## src/rtl/seq_match_pkg.sv

```systemverilog
// seq_match_pkg: shared definitions for the sequence-match arbiter slice.
//   - state_e  : arbiter FSM states (IDLE/GRANT/SHIFT/REPORT)
//   - DEF_*    : default NREQ / WORD_W / PAT_W
//   - cntw_f() : width needed to hold a match count of 0..word_w
package seq_match_pkg;

  typedef enum logic [1:0] {
    ST_IDLE   = 2'd0,
    ST_GRANT  = 2'd1,
    ST_SHIFT  = 2'd2,
    ST_REPORT = 2'd3
  } state_e;

  localparam int DEF_NREQ   = 4;
  localparam int DEF_WORD_W = 8;
  localparam int DEF_PAT_W  = 4;

  // A word of word_w bits can hold at most word_w matches (PAT_W = 1),
  // so the counter must represent 0..word_w inclusive.
  function automatic int cntw_f(input int word_w);
    return $clog2(word_w + 1);
  endfunction

endpackage

```

## src/rtl/seq_match_engine.sv

```systemverilog
// seq_match_engine: serial pattern counter shared by all requesters.
// Ports:
//   clk_i, rst_ni  clock / asynchronous active-low reset
//   load_i         capture data_i and pattern_i, clear history and counters
//   step_i         shift one word bit (MSB first) into the history
//   data_i         WORD_W-bit word to scan
//   pattern_i      PAT_W-bit pattern to look for
//   count_o        match count including the current step (if step_i)
//   done_o         high on the step that consumes the last word bit
module seq_match_engine
  import seq_match_pkg::*;
#(
  parameter int WORD_W = DEF_WORD_W,
  parameter int PAT_W  = DEF_PAT_W,
  parameter int CNTW   = cntw_f(DEF_WORD_W)
) (
  input  logic              clk_i,
  input  logic              rst_ni,
  input  logic              load_i,
  input  logic              step_i,
  input  logic [WORD_W-1:0] data_i,
  input  logic [PAT_W-1:0]  pattern_i,
  output logic [CNTW-1:0]   count_o,
  output logic              done_o
);

  logic [WORD_W-1:0] shreg_q, shreg_d;
  logic [PAT_W-1:0]  hist_q, hist_d;
  logic [PAT_W-1:0]  pat_q, pat_d;
  logic [CNTW-1:0]   bits_q, bits_d;
  logic [CNTW-1:0]   count_q, count_d;

  logic [PAT_W-1:0]  hist_step;
  logic [CNTW-1:0]   bits_step;
  logic [CNTW-1:0]   count_step;
  logic              hit;

  // Result of shifting one bit this cycle; the history only counts as a
  // candidate once PAT_W real bits have entered it.
  always_comb begin
    hist_step  = PAT_W'({hist_q, shreg_q[WORD_W-1]});
    bits_step  = bits_q + CNTW'(1);
    hit        = (bits_step >= CNTW'(PAT_W)) && (hist_step == pat_q);
    count_step = count_q + CNTW'(hit);
  end

  // Next-state selection: load has priority, otherwise step or hold.
  always_comb begin
    shreg_d = shreg_q;
    hist_d  = hist_q;
    pat_d   = pat_q;
    bits_d  = bits_q;
    count_d = count_q;
    if (load_i) begin
      shreg_d = data_i;
      pat_d   = pattern_i;
      hist_d  = '0;
      bits_d  = '0;
      count_d = '0;
    end else if (step_i) begin
      shreg_d = {shreg_q[WORD_W-2:0], 1'b0};
      hist_d  = hist_step;
      bits_d  = bits_step;
      count_d = count_step;
    end else begin
      shreg_d = shreg_q;
    end
  end

  // Engine state registers.
  always_ff @(posedge clk_i or negedge rst_ni) begin
    if (!rst_ni) begin
      shreg_q <= '0;
      hist_q  <= '0;
      pat_q   <= '0;
      bits_q  <= '0;
      count_q <= '0;
    end else begin
      shreg_q <= shreg_d;
      hist_q  <= hist_d;
      pat_q   <= pat_d;
      bits_q  <= bits_d;
      count_q <= count_d;
    end
  end

  // count_o looks through the current step so the caller can register the
  // final count on the same edge that consumes the last bit.
  always_comb begin
    if (step_i) begin
      count_o = count_step;
    end else begin
      count_o = count_q;
    end
    done_o = step_i && (bits_q == CNTW'(WORD_W - 1));
  end

endmodule

```

## src/rtl/seq_match_arbiter.sv

```systemverilog
// seq_match_arbiter: grants one of NREQ requesters, runs its word through
// the shared seq_match_engine and reports the pattern-occurrence count.
// Ports:
//   CLK, RST      clock / asynchronous active-low reset
//   CFG_PATTERN   pattern, sampled in the GRANT cycle
//   REQ_VALID     per-requester request
//   REQ_DATA      per-requester word, slice i = [i*WORD_W +: WORD_W]
//   REQ_READY     registered one-hot grant pulse (GRANT cycle)
//   RSP_VALID     one-cycle result strobe with RSP_ID/RSP_COUNT/RSP_MATCH
//   BUSY          high in every state except IDLE
// Build option: SEQ_MATCH_ARB_FIXED_PRIO_EN selects fixed priority (lowest
// index wins); otherwise round-robin starting after the last winner.
module seq_match_arbiter
  import seq_match_pkg::*;
#(
  parameter int NREQ   = DEF_NREQ,
  parameter int WORD_W = DEF_WORD_W,
  parameter int PAT_W  = DEF_PAT_W,
  localparam int IDW   = $clog2(NREQ),
  localparam int CNTW  = cntw_f(WORD_W)
) (
  input  logic                   CLK,
  input  logic                   RST,
  input  logic [PAT_W-1:0]       CFG_PATTERN,
  input  logic [NREQ-1:0]        REQ_VALID,
  input  logic [NREQ*WORD_W-1:0] REQ_DATA,
  output logic [NREQ-1:0]        REQ_READY,
  output logic                   RSP_VALID,
  output logic [IDW-1:0]         RSP_ID,
  output logic [CNTW-1:0]        RSP_COUNT,
  output logic                   RSP_MATCH,
  output logic                   BUSY
);

  state_e            state_q, state_d;
  logic [IDW-1:0]    win_q, win_d;
  logic [NREQ-1:0]   ready_q, ready_d;
  logic              rsp_valid_q, rsp_valid_d;
  logic [IDW-1:0]    rsp_id_q, rsp_id_d;
  logic [CNTW-1:0]   rsp_count_q, rsp_count_d;
  logic              rsp_match_q, rsp_match_d;
  logic              busy_q, busy_d;
`ifndef SEQ_MATCH_ARB_FIXED_PRIO_EN
  logic [IDW-1:0]    last_id_q, last_id_d;
`endif

  logic [IDW-1:0]    pick;
  logic [WORD_W-1:0] grant_data;
  logic              eng_load;
  logic              eng_step;
  logic [CNTW-1:0]   eng_count;
  logic              eng_done;

`ifdef SEQ_MATCH_ARB_FIXED_PRIO_EN
  // Fixed priority: scan downward so the lowest set index is written last.
  always_comb begin
    pick = '0;
    for (int j = NREQ - 1; j >= 0; j--) begin
      if (REQ_VALID[j]) begin
        pick = IDW'(j);
      end else begin
        pick = pick;
      end
    end
  end
`else
  // Round-robin: scan offsets from farthest to nearest after last_id so the
  // first requester at or after last_id+1 (wrapping) is written last.
  always_comb begin
    pick = '0;
    for (int off = NREQ; off >= 1; off--) begin
      if (REQ_VALID[(int'(last_id_q) + off) % NREQ]) begin
        pick = IDW'((int'(last_id_q) + off) % NREQ);
      end else begin
        pick = pick;
      end
    end
  end
`endif

  // Select the granted requester's word for loading into the engine.
  always_comb begin
    grant_data = '0;
    for (int i = 0; i < NREQ; i++) begin
      if (win_q == IDW'(i)) begin
        grant_data = REQ_DATA[i*WORD_W +: WORD_W];
      end else begin
        grant_data = grant_data;
      end
    end
  end

  seq_match_engine #(
    .WORD_W (WORD_W),
    .PAT_W  (PAT_W),
    .CNTW   (CNTW)
  ) u_engine (
    .clk_i     (CLK),
    .rst_ni    (RST),
    .load_i    (eng_load),
    .step_i    (eng_step),
    .data_i    (grant_data),
    .pattern_i (CFG_PATTERN),
    .count_o   (eng_count),
    .done_o    (eng_done)
  );

  // FSM next state; grant and response registers are loaded on the edge
  // entering GRANT / REPORT so they appear exactly during those states.
  always_comb begin
    state_d     = state_q;
    win_d       = win_q;
    ready_d     = '0;
    rsp_valid_d = 1'b0;
    rsp_id_d    = '0;
    rsp_count_d = '0;
    rsp_match_d = 1'b0;
    eng_load    = 1'b0;
    eng_step    = 1'b0;
`ifndef SEQ_MATCH_ARB_FIXED_PRIO_EN
    last_id_d   = last_id_q;
`endif
    case (state_q)
      ST_IDLE: begin
        if (REQ_VALID != '0) begin
          win_d   = pick;
          ready_d = NREQ'(1) << pick;
          state_d = ST_GRANT;
        end else begin
          state_d = ST_IDLE;
        end
      end
      ST_GRANT: begin
        eng_load  = 1'b1;
`ifndef SEQ_MATCH_ARB_FIXED_PRIO_EN
        last_id_d = win_q;
`endif
        state_d   = ST_SHIFT;
      end
      ST_SHIFT: begin
        eng_step = 1'b1;
        if (eng_done) begin
          rsp_valid_d = 1'b1;
          rsp_id_d    = win_q;
          rsp_count_d = eng_count;
          rsp_match_d = (eng_count != '0);
          state_d     = ST_REPORT;
        end else begin
          state_d = ST_SHIFT;
        end
      end
      ST_REPORT: begin
        state_d = ST_IDLE;
      end
      default: begin
        state_d = ST_IDLE;
      end
    endcase
    busy_d = (state_d != ST_IDLE);
  end

  // FSM and output registers.
  always_ff @(posedge CLK or negedge RST) begin
    if (!RST) begin
      state_q     <= ST_IDLE;
      win_q       <= '0;
      ready_q     <= '0;
      rsp_valid_q <= 1'b0;
      rsp_id_q    <= '0;
      rsp_count_q <= '0;
      rsp_match_q <= 1'b0;
      busy_q      <= 1'b0;
`ifndef SEQ_MATCH_ARB_FIXED_PRIO_EN
      last_id_q   <= IDW'(NREQ - 1);
`endif
    end else begin
      state_q     <= state_d;
      win_q       <= win_d;
      ready_q     <= ready_d;
      rsp_valid_q <= rsp_valid_d;
      rsp_id_q    <= rsp_id_d;
      rsp_count_q <= rsp_count_d;
      rsp_match_q <= rsp_match_d;
      busy_q      <= busy_d;
`ifndef SEQ_MATCH_ARB_FIXED_PRIO_EN
      last_id_q   <= last_id_d;
`endif
    end
  end

  assign REQ_READY = ready_q;
  assign RSP_VALID = rsp_valid_q;
  assign RSP_ID    = rsp_id_q;
  assign RSP_COUNT = rsp_count_q;
  assign RSP_MATCH = rsp_match_q;
  assign BUSY      = busy_q;

endmodule

```

## config.mk

```make
export PLATFORM = sky130hd
export DESIGN_NAME = seq_match_arbiter
export DESIGN_NICKNAME = d
export VERILOG_FILES = /design/src/rtl/seq_match_pkg.sv /design/src/rtl/seq_match_engine.sv /design/src/rtl/seq_match_arbiter.sv
export SDC_FILE = /design/constraint.sdc
export NUM_CORES = 1
export LEC_CHECK = 0
export CAP_MARGIN = 5
export CORE_MARGIN = 1
export CORE_UTILIZATION = 43
export DETAILED_ROUTE_END_ITERATION = 12
export GPL_TIMING_DRIVEN = 0
export PLACE_DENSITY = 0.72
export SETUP_SLACK_MARGIN = 0.1
export SYNTH_ARGS = -nofsm -noshare
export SYNTH_HDL_FRONTEND = slang
export SYNTH_SLANG_ARGS = --single-unit
```

## constraint.sdc

```tcl
create_clock -name CLK -period 3.1 [get_ports CLK]
set_input_delay 0.62 -clock CLK [delete_from_list [all_inputs] [get_ports CLK]]
set_output_delay 0.62 -clock CLK [all_outputs]
set_load 0.01 [all_outputs]
```

==> tab_implementation.tex, run 1 <==
% Synthesis and place-and-route results
\begin{tabular}{lr}
\hline
Metric & Value \\
\hline
\multicolumn{2}{l}{\textbf{Outcome}} \\
Result of the run & finished, violations left \\
Violations in the final reports & DRC \\
\multicolumn{2}{l}{\textbf{Timing}} \\
Actual transition at the worst max-transition pin & 0.4971 ns \\
Hold slack final & 0.1402 ns \\
\multicolumn{2}{l}{\textbf{Placement}} \\
Routability congestion estimate from global placement & 0.8363 \\
Port-buffer cells & 54 \\
\multicolumn{2}{l}{\textbf{Clock tree}} \\
Maximum count of clock buffers along a single path & 2 \\
CTS Sinks & 42 \\
Clock tree root buffer cell & clkbuf\_8 \\
Quantity of hold-fixing buffers added after cts & 0 \\
Clock-pin slew on the worst setup and hold paths & 0.08 ns \\
H-Tree Level Count & 2 \\
Total CTS buffers & 5 \\
\multicolumn{2}{l}{\textbf{Logic synthesis}} \\
Area figure in the yosys stat output & 2068 um2 \\
Area fraction in xor and xnor cells & 3.388\% \\
Adder Area Share & 3.630\% \\
Post-synthesis async set-or-reset flop share & 100.0\% \\
Fraction of synthesized area in multiplexers & 16.82\% \\
Area share of and-or/or-and cells after synthesis & 10.89\% \\
Predominant post-synthesis flop cell & dfrtp\_1 \\
Post-synth seq share & 50.94\% \\
\multicolumn{2}{l}{\textbf{Drt}} \\
Via Count & 1,543 \\
Residual antenna-violating net count after detailed routing & 0 \\
Residual DRC count & 2 \\
Detailed-route vias per instance & 5.395 \\
\multicolumn{2}{l}{\textbf{Global routing}} \\
First-pass GRT wire length & 7.279 mm \\
Leftover overflow at the end of global routing & 0 \\
\multicolumn{2}{l}{\textbf{Floorplanning}} \\
Chip area & 5092 um2 \\
Floorplan Utilization & 46.22\% \\
Placeable core region & 4474 um2 \\
\multicolumn{2}{l}{\textbf{Layout}} \\
Area delta synth->final & 35.15\% \\
Final non-filler cell area & 2795 um2 \\
Final layout net count & 281 \\
Post-route insts no fill & 286 \\
\multicolumn{2}{l}{\textbf{Critical path}} \\
Reg-to-reg slack, setup & 1.18 ns \\
Setup Crit Path Kind & input port to register \\
\multicolumn{2}{l}{\textbf{Power and ir drop}} \\
Overall power of the completed layout & 2.385 mW \\
\hline
\end{tabular}
## run 1: power breakdown
part	leakage, nW	switching, mW	internal (mW)
Clock	0.0524	0.176	0.241
Combinational	0.605	0.547	0.538
Sequential	0.529	0.135	0.747
Total	1.19	0.859	1.53
## run 1: cells in the mapped netlist, drive strengths merged, types with 5 or more instances
cell type / count / area, um2
nand2: 6 / 22.52
ha: 6 / 75.07
inv: 9 / 33.78
o21ai: 8 / 40.03
dfrtp: 40 / 1001
mux2i: 10 / 100.1
nand2b: 5 / 31.28
a21oi: 6 / 30.03
nor2: 13 / 48.80
mux4: 8 / 180.2
xnor2: 5 / 43.79
clkbuf: 6 / 22.52
mux2: 6 / 67.56
## run 1: cell usage in the layout (no fill, tap or decap), types with 3 or more instances in the layout
cell / instances
a21oi_1: 6
a31oi_1: 4
and2_1: 4
clkbuf_1: 8
clkbuf_8: 5
clkdlybuf4s50_1: 53
dfrtp_1: 40
ha_1: 6
inv_1: 9
mux2_2: 6
mux2i_1: 10
mux4_2: 8
nand2_1: 6
nand2b_1: 5
nor2_1: 13
nor2b_1: 3
o21ai_0: 7
xnor2_1: 5
xor2_1: 3
## run 1: flip-flops by register name, indices dropped and copies added (netlist names)
register / cells
BUSY: 1
u_engine.hist_q: 3
u_engine.pat_q: 4
REQ_READY: 4
RSP_ID: 2
last_id_q: 2
u_engine.bits_q: 4
state_q: 2
u_engine.count_q: 4
RSP_VALID: 1
u_engine.shreg_q: 8
RSP_COUNT: 4
win_q: 2
RSP_MATCH: 1
## run 1: routing by layer
layer / up-vias / part of all wire [%] / global-route usage [%]
li1: 741 / - / -
met1: 754 / 44 / 23.35
met2: 43 / 51 / 32.80
met3: 5 / 3.8 / 4.782
met4: 0 / 0.89 / 4.000
met5: - / 0 / 0
## run 1: worst max-delay path, cell delays in order
cell	delay [ns]
clkdlybuf4s50_1	0.52
o41ai_4	0.57
inv_1	0.16
and4_1	0.24
## run 1: cell families after synthesis
| group | after synthesis |
|---|---|
| AND/OR/NAND/NOR | 43 |
| flip-flops | 42 |
| XOR/XNOR | 8 |
| AND-OR/OR-AND | 31 |
| buffers and inverters | 17 |
| multiplexers | 24 |
| adder cells (fa/ha/maj) | 6 |
## run 1: layout make-up
class,instances,area [um2],area share [%]
well taps,52,65.06,2.328
plain buffers,8,35.03,1.253
flip-flops and latches,42,1054,37.69
clock inverters,1,30.03,1.074
clock buffers,7,76.32,2.731
inverters,9,33.78,1.209
repair buffers,55,555.5,19.87
multi-input cells,112,945.9,33.84
## run 1: path summary, 6_finish.rpt
| kind | startpoint | to | cells after the start |
|---|---|---|---|
| setup / recovery | REQ_VALID[1] | REQ_READY[2] | 4 |
| min in group CLK | u_engine.shreg_q[5] | u_engine.shreg_q[5] | 2 |
| setup reg to reg | u_engine.bits_q[0] | RSP_MATCH | 8 |
| hold reg to reg | u_engine.shreg_q[5] | u_engine.shreg_q[5] | 2 |
| max in group asynchronous | RST | last_id_q[0] | 2 |
| hold / removal | RST | REQ_READY[0] | 1 |
Fig. 1: run 1, power grid
Pins as bars on the die edge.
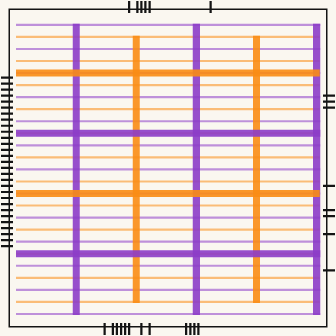
| color | net |
|---|---|
| orange | VDD |
| purple | VSS |
met5 straps: 4
rows: 24
met4 straps: 5

Fig. 2: run 1, placed cells, one color a class
Scale bar: 20 um.
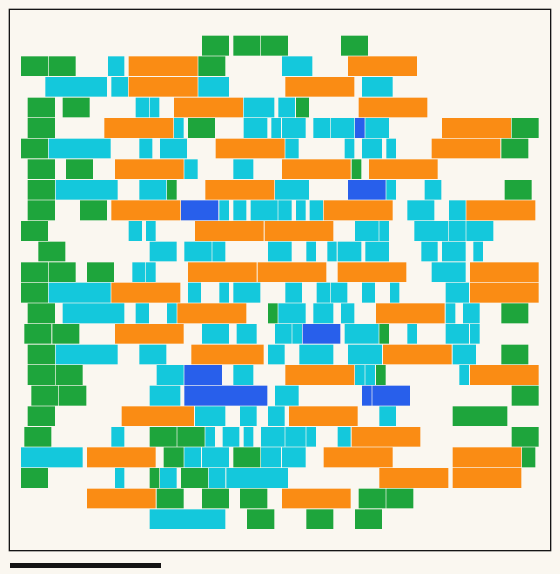
| color | class | cells | share of their area |
|---|---|---|---|
| green | other buffers and delay cells | 63 | 22% |
| cyan | combinational and other logic | 121 | 36% |
| blue | clock drivers and dummy loads | 8 | 3.9% |
| orange | flops | 42 | 39% |

Fig. 3: run 1, clock distribution
Scale bar: 20 um.
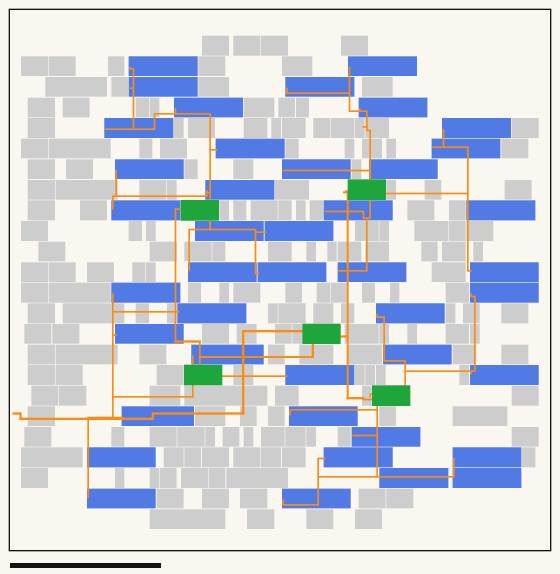
[blue] flip-flops | count: 42
[orange] clock wires | length: 481 um
[green] clock drivers | count: 5
flops lie: widely spread
Clk. pwr: 417 uW
Post-Route Skew: 0.006803 ns
portion of total power attributed to the clock network: 17.5%
Worst-Skew Late Latency: 0.29 ns

Fig. 4: run 1, signal wires by layer
Only two layers are drawn.
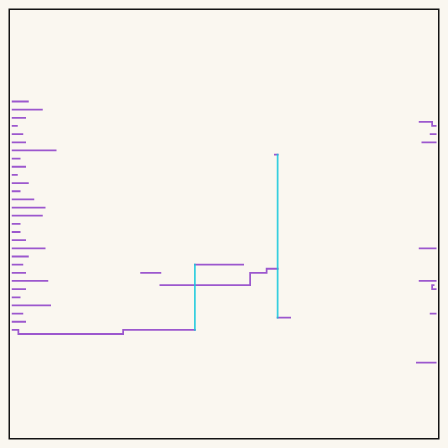

==> run 1 -> run 2 <==
--- a/config.mk
+++ b/config.mk
@@ -10,7 +10,7 @@
 export CORE_UTILIZATION = 43
 export DETAILED_ROUTE_END_ITERATION = 12
 export GPL_TIMING_DRIVEN = 0
-export PLACE_DENSITY = 0.72
+export PLACE_DENSITY = 0.75
 export SETUP_SLACK_MARGIN = 0.1
 export SYNTH_ARGS = -nofsm -noshare
 export SYNTH_HDL_FRONTEND = slang
==> constraint.sdc (replaced) <==
create_clock -name CLK -period 1.7 [get_ports CLK]
set_input_delay 0.34 -clock CLK [delete_from_list [all_inputs] [get_ports CLK]]
set_output_delay 0.34 -clock CLK [all_outputs]
set_load 0.01 [all_outputs]
Fig. 5: run 2, signal wires by layer
Only two layers are drawn.
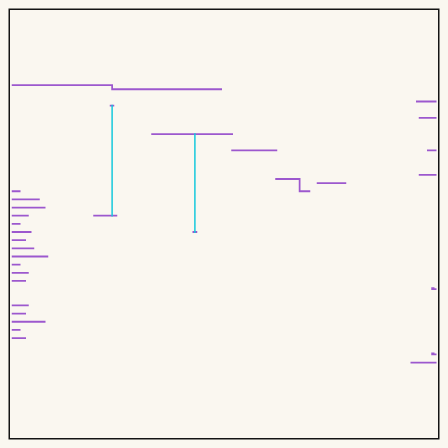
| color | layer | wire length |
|---|---|---|
| purple | metal 3 | 136 um |
| cyan | metal 4 | 34.7 um |

==> run 2 against run 1 <==
Against the previous run: highest routed layer unchanged; worst hold slack better by 0.33 ns; clock skew up 0.0056 ns; cell count up 2.8%; critical path depth rose by 3; first-iteration DRC count increased by 90%; the run ends with DRC, setup timing left; synthesized cell count unchanged; critical path type is now register to register; area after synthesis stayed put; utilization rose by 3.3 points; global-route usage fell by 0.75 points; combinational power rose by 99%; via count rose by 2.3%.
==> tab_implementation.tex, run 2 <==
% Synthesis and place-and-route results
\begin{tabular}{lr}
\hline
Metric & Value \\
\hline
\multicolumn{2}{l}{\textbf{Outcome}} \\
Result of the run & finished, violations left \\
Violations in the final reports & DRC, setup timing \\
\multicolumn{2}{l}{\textbf{Logic synthesis}} \\
Number of instances in the synthesized netlist & 171 \\
Post-synthesis async set-or-reset flop share & 100.0\% (unchanged) \\
Top cell type by total area after synthesis & dfrtp\_1 \\
Top cells by area & dfrtp\_1 (48\%), mux4\_2 (8.7\%), mux2i\_1 (4.8\%) \\
Top area contributor share & 48.40\% (unchanged) \\
Area figure in the yosys stat output & 2068 um2 (unchanged) \\
Post-synthesis cell count from yosys & 171 \\
Most numerous cell types in the synthesized netlist & dfrtp\_1 (40), nor2\_1 (13), mux2i\_1 (10) \\
Synth cell types & 39 \\
Mapped cell area & 2068 um2 \\
Post-Synthesis Net Count & 219 \\
Most numerous cell in the Yosys netlist & dfrtp\_1 \\
Predominant post-synthesis flop cell & dfrtp\_1 \\
Number of storage elements in the synthesis netlist & 42 \\
Post-synthesis average cell area & 12.09 um2 \\
Post-synth seq share & 50.94\% (unchanged) \\
\multicolumn{2}{l}{\textbf{Timing}} \\
Clock period minus worst slack & 1.800 ns \\
Final max-slew violation count & 0 \\
Max-slew headroom & 71.12\% \\
Hold Vio Cnt, Final & 0 \\
Post-layout worst setup margin & -0.1001 ns \\
Number of failing setup endpoints in the final timing report & 5 \\
Post-Route Skew & 0.01240 ns (+0.005595 ns) \\
Actual transition at the worst max-transition pin & 0.4318 ns (-0.06534 ns) \\
Unrepaired setup endpoints after global routing & yes \\
Part of the cycle the worst path needs & 105.9\% \\
\multicolumn{2}{l}{\textbf{Clock tree}} \\
TritonCTS clock tree & done \\
Maximum count of clock buffers along a single path & 2 (unchanged) \\
Total CTS buffers & 5 (unchanged) \\
Clock tree root buffer cell & clkbuf\_8 \\
H-Tree Level Count & 2 (unchanged) \\
Clock-pin slew on the worst setup and hold paths & 0.08 ns (about the same) \\
Worst-Skew Late Latency & 0.29 ns (about the same) \\
\multicolumn{2}{l}{\textbf{Layout}} \\
Post-route insts no fill & 294 (+2.8\%) \\
Register with the most flip-flops & u\_engine.shreg\_q \\
Core occupancy in the finished layout & 65.74\% \\
Commonest non-fill, non-tap cell in the layout & clkdlybuf4s50\_1 \\
Comb gate area & 1018 um2 (+7.7\%) \\
Area delta synth->final & 42.23\% \\
Final layout net count & 289 (+2.8\%) \\
Flip-flop count of the largest register, all copies and words added & 8 (unchanged) \\
Area taken by flip-flops and latches & 1056 um2 (+0.24\%) \\
Number of inserted filler cells in the final layout & 346 \\
Most frequent logic cells in the routed design & clkdlybuf4s50\_1 (52), dfrtp\_1 (38), nor2\_1 (13), mux2i\_1 (10), inv\_1 (9) \\
Number of diodes added for antenna fixing & 0 \\
\multicolumn{2}{l}{\textbf{Critical path}} \\
Standard cell with the maximum stage delay on the critical path & dfrtp\_1 \\
Critical Path Start Type & register \\
Data required time at the worst endpoint & 1.91 ns \\
Peak fanout along the critical path & 3 \\
Depth of the worst register-to-register path & 7 (-1) \\
Most prevalent standard cell on the critical path & nand4\_1 \\
Setup Crit Path Kind & register to register \\
Critical Path, Cell by Cell & xnor2\_1 > nand4\_1 > a311oi\_2 > ha\_2 > nand4\_1 > xor2\_2 > a31oi\_1 \\
Maximum cell stage delay along the critical path & 0.40 ns (-0.17 ns) \\
Data arrival time at the worst-slack endpoint & 2.01 ns \\
\multicolumn{2}{l}{\textbf{Drt}} \\
Residual DRC count & 2 (unchanged) \\
Violation tally from detailed-route iteration zero & 76 \\
Via Count & 1,579 (+2.3\%) \\
Residual antenna-violating net count after detailed routing & 0 (unchanged) \\
Detailed-route vias per instance & 5.371 (-0.45\%) \\
DRT Pass-1 Iters & 8 \\
\multicolumn{2}{l}{\textbf{Flow run}} \\
Total of max-cap violations & 0 \\
\multicolumn{2}{l}{\textbf{Floorplanning}} \\
Die width & 71.36 um \\
Chip area & 5092 um2 (unchanged) \\
Row cnt & 24 \\
Placeable core region & 4474 um2 (unchanged) \\
Floorplan Utilization & 46.22\% (unchanged) \\
I/O pin count & 55 \\
\multicolumn{2}{l}{\textbf{Placement}} \\
DP Cell Count & 278 \\
Port-buffer cells & 54 (unchanged) \\
Pre-CTS worst setup slack & -0.2001 ns \\
Routability congestion estimate from global placement & 0.7344 (-12\%) \\
Detailed placer's ending HPWL & 3.023 mm \\
\multicolumn{2}{l}{\textbf{Power and ir drop}} \\
VDD IR max & 0.0006446 V \\
Portion of total power attributed to the clock network & 14.6\% (-2.9 points) \\
Combinational group share of total power & 48.7\% (+3.2 points) \\
Switching power total & 1.627 mW (+89\%) \\
Sw Share & 36.85\% (+0.84 points) \\
Pwr per Cell Area & 1501 nW/um2 \\
Internal cell power & 2.788 mW (+83\%) \\
Leakage dissipation & 1.247 nW \\
Proportion of power drawn by flip-flops and latches & 36.8\% (-0.2 points) \\
\multicolumn{2}{l}{\textbf{Global routing}} \\
GRT Util Overall & 17.94\% \\
Leftover overflow at the end of global routing & 0 (unchanged) \\
First-pass GRT wire length & 7.162 mm (-1.6\%) \\
Pin count of the biggest net entering global routing & 30 \\
Via count of the first global-routing pass & 1,652 \\
\multicolumn{2}{l}{\textbf{Hold path}} \\
Worst hold-check path type & input port to async pin \\
\hline
\end{tabular}
Fig. 6: run 2, clock routing
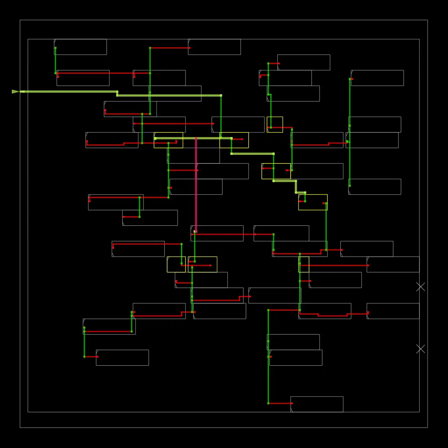
CTS Sinks: 42
FFs & Latches: 42

==> run 2: final cells by class <==
cell class / instances / share of cell area [%]
inverters: 9 / 1.148
plain buffers: 8 / 1.829
multi-input cells: 112 / 34.62
clock inverters: 3 / 0.7231
clock buffers: 5 / 2.339
well taps: 52 / 2.212
flip-flops and latches: 42 / 35.90
repair buffers: 63 / 21.23
==> run 2: kinds of logic after synthesis <==
| group | after synthesis | share of synthesized area (%) |
|---|---|---|
| compound gates | 31 | 10.89 |
| buf+inv | 17 | 3.327 |
| simple gates | 43 | 11.01 |
| fa+ha+maj | 6 | 3.630 |
| mux | 24 | 16.82 |
| xor+xnor | 8 | 3.388 |
| flops | 42 | 50.94 |
==> run 2: through the flow <==
step	hold slack [ns]	cell area, um2	power, mW
3_5_place_dp	0.2587	2724	3.633
3_3_place_gp	0.4834	2709	3.576
6_report	0.4727	2942	4.415
2_1_floorplan	0.04441	2103	3.055
4_1_cts	0.4798	2892	4.373
5_1_grt	0.5164	2942	4.764
==> run 2: timing repair <==
action,4_1_cts,5_1_grt
endpoints found under the hold margin,13,0
resized,11,15
buffers inserted,5,3
pin swaps,5,8
endpoints found under the setup margin,29,24
hold buffers,1,0
==> run 2: metal layers <==
metal	track usage [%]	part of all wire, %
met1	22.65	46
met2	31.01	50
met3	4.360	3.3
met4	4.667	0.83
met5	0	0
==> run 2: power by group through the flow <==
stage | Clock, mW | Combinational (mW) | Sequential (mW)
CTS | 0.651 | 2.10 | 1.62
floorplan | 0 | 1.45 | 1.60
detailed placement | 0 | 1.99 | 1.64
finish | 0.643 | 2.15 | 1.62
global route | 0.693 | 2.40 | 1.67
global placement | 0 | 1.95 | 1.63
==> run 2: final timing paths <==
path	start	slack, ns	to
worst max-delay path	u_engine.hist_q[0]	-0.10	RSP_MATCH
worst min-delay path	RST	0.47	u_engine.pat_q[2]
worst max register to register	u_engine.hist_q[0]	-0.10	RSP_MATCH
worst min register to register	u_engine.shreg_q[6]	0.51	u_engine.shreg_q[7]
max in group asynchronous	RST	0.70	last_id_q[0]
min in group CLK	u_engine.shreg_q[6]	0.51	u_engine.shreg_q[7]
==> run 2: worst max-delay path: cells and delay by family (launching register included) <==
family                     cells  cell delay (ns)
and+or+nand+nor                2             0.29
AOI/OAI and AO/OA              2             0.41
xor gates and xnor gates       2             0.35
adders and majority gates      1             0.26
DFF                            1             0.40
Power and IR drop assume default switching activity.
